==> src/rtl/dma_ahb_writer.sv <==
// dma_ahb_writer: destination-side DMA engine. Pops words from the channel
// FIFO and issues them as single AHB-Lite write beats to an incrementing or
// fixed address until the programmed count completes or an ERROR arrives.
//
// Handshakes:
//   - FIFO: a word is consumed on each rising edge where fifo_read_o = 1.
//     fifo_read_o is high only when a NONSEQ address phase is accepted, so
//     a pop always corresponds to an issued beat.
//   - AHB: an address phase is accepted on an edge with htrans_o = NONSEQ
//     and hready_i = 1. The pending data phase completes on the next edge
//     with hready_i = 1; an ERROR response is taken on that edge if hresp_i = 1.
module dma_ahb_writer #(
  parameter int DATA_WIDTH = 32,
  parameter int ADDR_WIDTH = 32,
  parameter int LEN_WIDTH  = 16
) (
  input  logic                  clk,
  input  logic                  areset,
  input  logic                  start_i,
  input  logic [ADDR_WIDTH-1:0] dst_addr_i,
  input  logic [LEN_WIDTH-1:0]  len_i,
  input  logic                  incr_i,
  input  logic                  fifo_empty_i,
  input  logic [DATA_WIDTH-1:0] fifo_data_i,
  output logic                  fifo_read_o,
  output logic [ADDR_WIDTH-1:0] haddr_o,
  output logic [1:0]            htrans_o,
  output logic                  hwrite_o,
  output logic [2:0]            hsize_o,
  output logic [2:0]            hburst_o,
  output logic [DATA_WIDTH-1:0] hwdata_o,
  input  logic                  hready_i,
  input  logic                  hresp_i,
  output logic                  busy_o,
  output logic                  done_o,
  output logic                  error_o,
  output logic [1:0]            state_o
);

  localparam logic [ADDR_WIDTH-1:0] ADDR_INC = ADDR_WIDTH'(DATA_WIDTH / 8);
  localparam logic [2:0]            HSIZE    = (DATA_WIDTH == 64) ? 3'd3 : 3'd2;
  localparam logic [1:0]            HT_IDLE   = 2'b00;
  localparam logic [1:0]            HT_NONSEQ = 2'b10;

  typedef enum logic [1:0] {
    S_IDLE  = 2'd0,
    S_XFER  = 2'd1,
    S_DRAIN = 2'd2
  } state_e;

  state_e                state_q, state_d;
  logic [ADDR_WIDTH-1:0] addr_q, addr_d;
  logic                  incr_q, incr_d;
  logic [LEN_WIDTH-1:0]  issue_q, issue_d;
  logic [LEN_WIDTH-1:0]  data_cnt_q, data_cnt_d;
  logic                  pend_q, pend_d;
  logic [DATA_WIDTH-1:0] hwdata_q, hwdata_d;
  logic                  done_q, done_d;
  logic                  error_q, error_d;

  logic nonseq;
  logic accept;
  logic complete;
  logic err_end;

  // Bus-phase qualifiers derived from state and live bus/FIFO inputs.
  always_comb begin
    nonseq   = (state_q == S_XFER) && (issue_q != '0) && !fifo_empty_i && !hresp_i;
    accept   = nonseq && hready_i;
    complete = pend_q && hready_i;
    err_end  = complete && hresp_i;
  end

  // State register and datapath registers.
  always_ff @(posedge clk or negedge areset) begin
    if (!areset) begin
      state_q    <= S_IDLE;
      addr_q     <= '0;
      incr_q     <= 1'b0;
      issue_q    <= '0;
      data_cnt_q <= '0;
      pend_q     <= 1'b0;
      hwdata_q   <= '0;
      done_q     <= 1'b0;
      error_q    <= 1'b0;
    end else begin
      state_q    <= state_d;
      addr_q     <= addr_d;
      incr_q     <= incr_d;
      issue_q    <= issue_d;
      data_cnt_q <= data_cnt_d;
      pend_q     <= pend_d;
      hwdata_q   <= hwdata_d;
      done_q     <= done_d;
      error_q    <= error_d;
    end
  end

  // Next-state logic: start handling, beat issue, data-phase tracking, abort on ERROR.
  always_comb begin
    state_d    = state_q;
    addr_d     = addr_q;
    incr_d     = incr_q;
    issue_d    = issue_q;
    data_cnt_d = data_cnt_q;
    pend_d     = pend_q;
    hwdata_d   = hwdata_q;
    done_d     = 1'b0;
    error_d    = error_q;

    case (state_q)
      S_IDLE: begin
        if (start_i) begin
          error_d = 1'b0;
          if (len_i == '0) begin
            // Empty request completes immediately without touching the bus.
            done_d = 1'b1;
          end else begin
            addr_d     = dst_addr_i;
            incr_d     = incr_i;
            issue_d    = len_i;
            data_cnt_d = len_i;
            pend_d     = 1'b0;
            state_d    = S_XFER;
          end
        end
      end

      S_XFER, S_DRAIN: begin
        if (err_end) begin
          // Remaining words stay in the FIFO for the channel controller to flush.
          error_d    = 1'b1;
          done_d     = 1'b1;
          pend_d     = 1'b0;
          issue_d    = '0;
          data_cnt_d = '0;
          state_d    = S_IDLE;
        end else begin
          if (complete) begin
            data_cnt_d = data_cnt_q - LEN_WIDTH'(1);
          end
          if (accept) begin
            hwdata_d = fifo_data_i;
            issue_d  = issue_q - LEN_WIDTH'(1);
            if (incr_q) begin
              addr_d = addr_q + ADDR_INC;
            end
          end
          pend_d = accept || (pend_q && !hready_i);
          if ((state_q == S_XFER) && accept && (issue_q == LEN_WIDTH'(1))) begin
            state_d = S_DRAIN;
          end
          if ((state_q == S_DRAIN) && complete && (data_cnt_q == LEN_WIDTH'(1))) begin
            state_d = S_IDLE;
            done_d  = 1'b1;
          end
        end
      end

      default: begin
        state_d = S_IDLE;
      end
    endcase
  end

  // Output mapping.
  always_comb begin
    fifo_read_o = accept;
    htrans_o    = nonseq ? HT_NONSEQ : HT_IDLE;
    haddr_o     = addr_q;
    hwdata_o    = hwdata_q;
    busy_o      = (state_q != S_IDLE);
    hwrite_o    = (state_q != S_IDLE);
    hsize_o     = HSIZE;
    hburst_o    = 3'b000;
    done_o      = done_q;
    error_o     = error_q;
    state_o     = state_q;
  end

endmodule

==> config.mk <==
export PLATFORM = sky130hd
export DESIGN_NAME = dma_ahb_writer
export DESIGN_NICKNAME = d
export VERILOG_FILES = /design/src/rtl/dma_ahb_writer.sv
export SDC_FILE = /design/constraint.sdc
export NUM_CORES = 1
export LEC_CHECK = 0
export CORE_MARGIN = 2
export CORE_UTILIZATION = 30
export CTS_CLUSTER_SIZE = 28
export DETAILED_ROUTE_END_ITERATION = 10
export SLEW_MARGIN = 10
export SYNTH_ARGS = -nofsm -noshare
export SYNTH_HDL_FRONTEND = slang
export SYNTH_SLANG_ARGS = --single-unit
==> constraint.sdc <==
create_clock -name clk -period 3 [get_ports clk]
set_input_delay 0.75 -clock clk [delete_from_list [all_inputs] [get_ports clk]]
set_output_delay 0.75 -clock clk [all_outputs]
set_load 0.02 [all_outputs]
**Sequential cells grouped by signal name**

The bar under the picture is 50 um long.
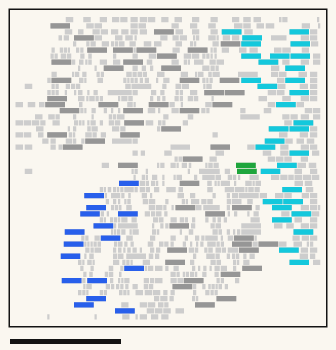
state_o -> green  # placed flops 2
hwdata_o -> cyan  # placed flops 32
data_cnt_q -> blue  # placed flops 16
not coloured = 52
Seq/total area: 31.2%
Seq group: 2650 uW
Util after Layout: 43.8%

**The metal 3 layer**

The bar under the picture is 50 um long.
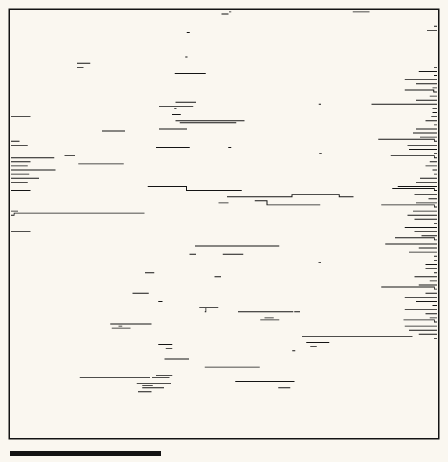
main direction = horizontal
wire length on this layer = 1070 um
nets with wire on the layer = 123
share of all routed wire = 6.0%
longest straight run = 43.0 um

**Local utilization**

The die is cut into 14 by 14 equal tiles; white is low, dark blue is high, 0 to 100% covered.
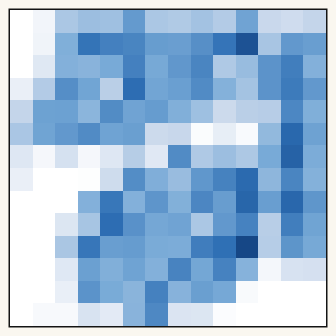
emptiest ninth of the die = south-west
tiles over 75% full = 4.6%
nearly empty tiles = 13%
mean over tiles = 39%
fullest tile = 91%

==> results.txt <==
fresh numbers from the pnr run: status finished clean, Port Buffers 158, uppermost routed layer met4, final-layout fill cell count 1821, main flop type dfrtp_1, Iter 0 DRT Violations 416, most numerous cell in the Yosys netlist dfrtp_1, synth unique cells 60, Initial Utilization 30.5%, GR Overflow Total 0, setup TNS 0 ns, Total Routing Usage GR 18.0%, non-clock buffer count 217, OpenROAD warning count 33, critical path endpoint category output pin, Synthesis Warnings 0, Comb gate area 2920 um2, worst hold slack 0.390 ns, Reg clk slew, reported paths 0.07 ns, yosys adder share 2.20%, Synth Area in Compound Gates 22.7%, Registers, synthesis 102, Die Y 142 um, R2R Path Start issue_q[0], clk pwr 1230 uW, # Taps 234, post-CTS sizing 12, Power Combinational 4340 uW, Least-Margin Pin Slew 0.807 ns, dpl cell area 7800 um2, Inverters 17, DR WL met2 8.43 mm, Max power group combinational cells, area delta synth->final 43.6%, Fin Clk Skew 0.0101 ns, Clock-cell share 3.74%, Mean Syn Cell Area 9.16 um2, R2R Setup Slk 0.25 ns, Num CTS Buffers 9, CP Buf/Inv Count 3, Internal 4700 uW, dpl hpwl 13.5 mm, CP Launch Point issue_q[0], registers 102, Die Width 142 um, # hold bufs at CTS 0, post-route minimum period 2.95 ns, die area 20100 um2, logic share of the area 35.8%, Top Family by Delay on Critical Path simple AND/OR/NAND/NOR gates, routability cong. 0.838, Crit. path cell count 7, GRT met2 Usage 29.0%, Crit Path Max Fanout 3
Power is estimated from default activity; no workload was simulated.
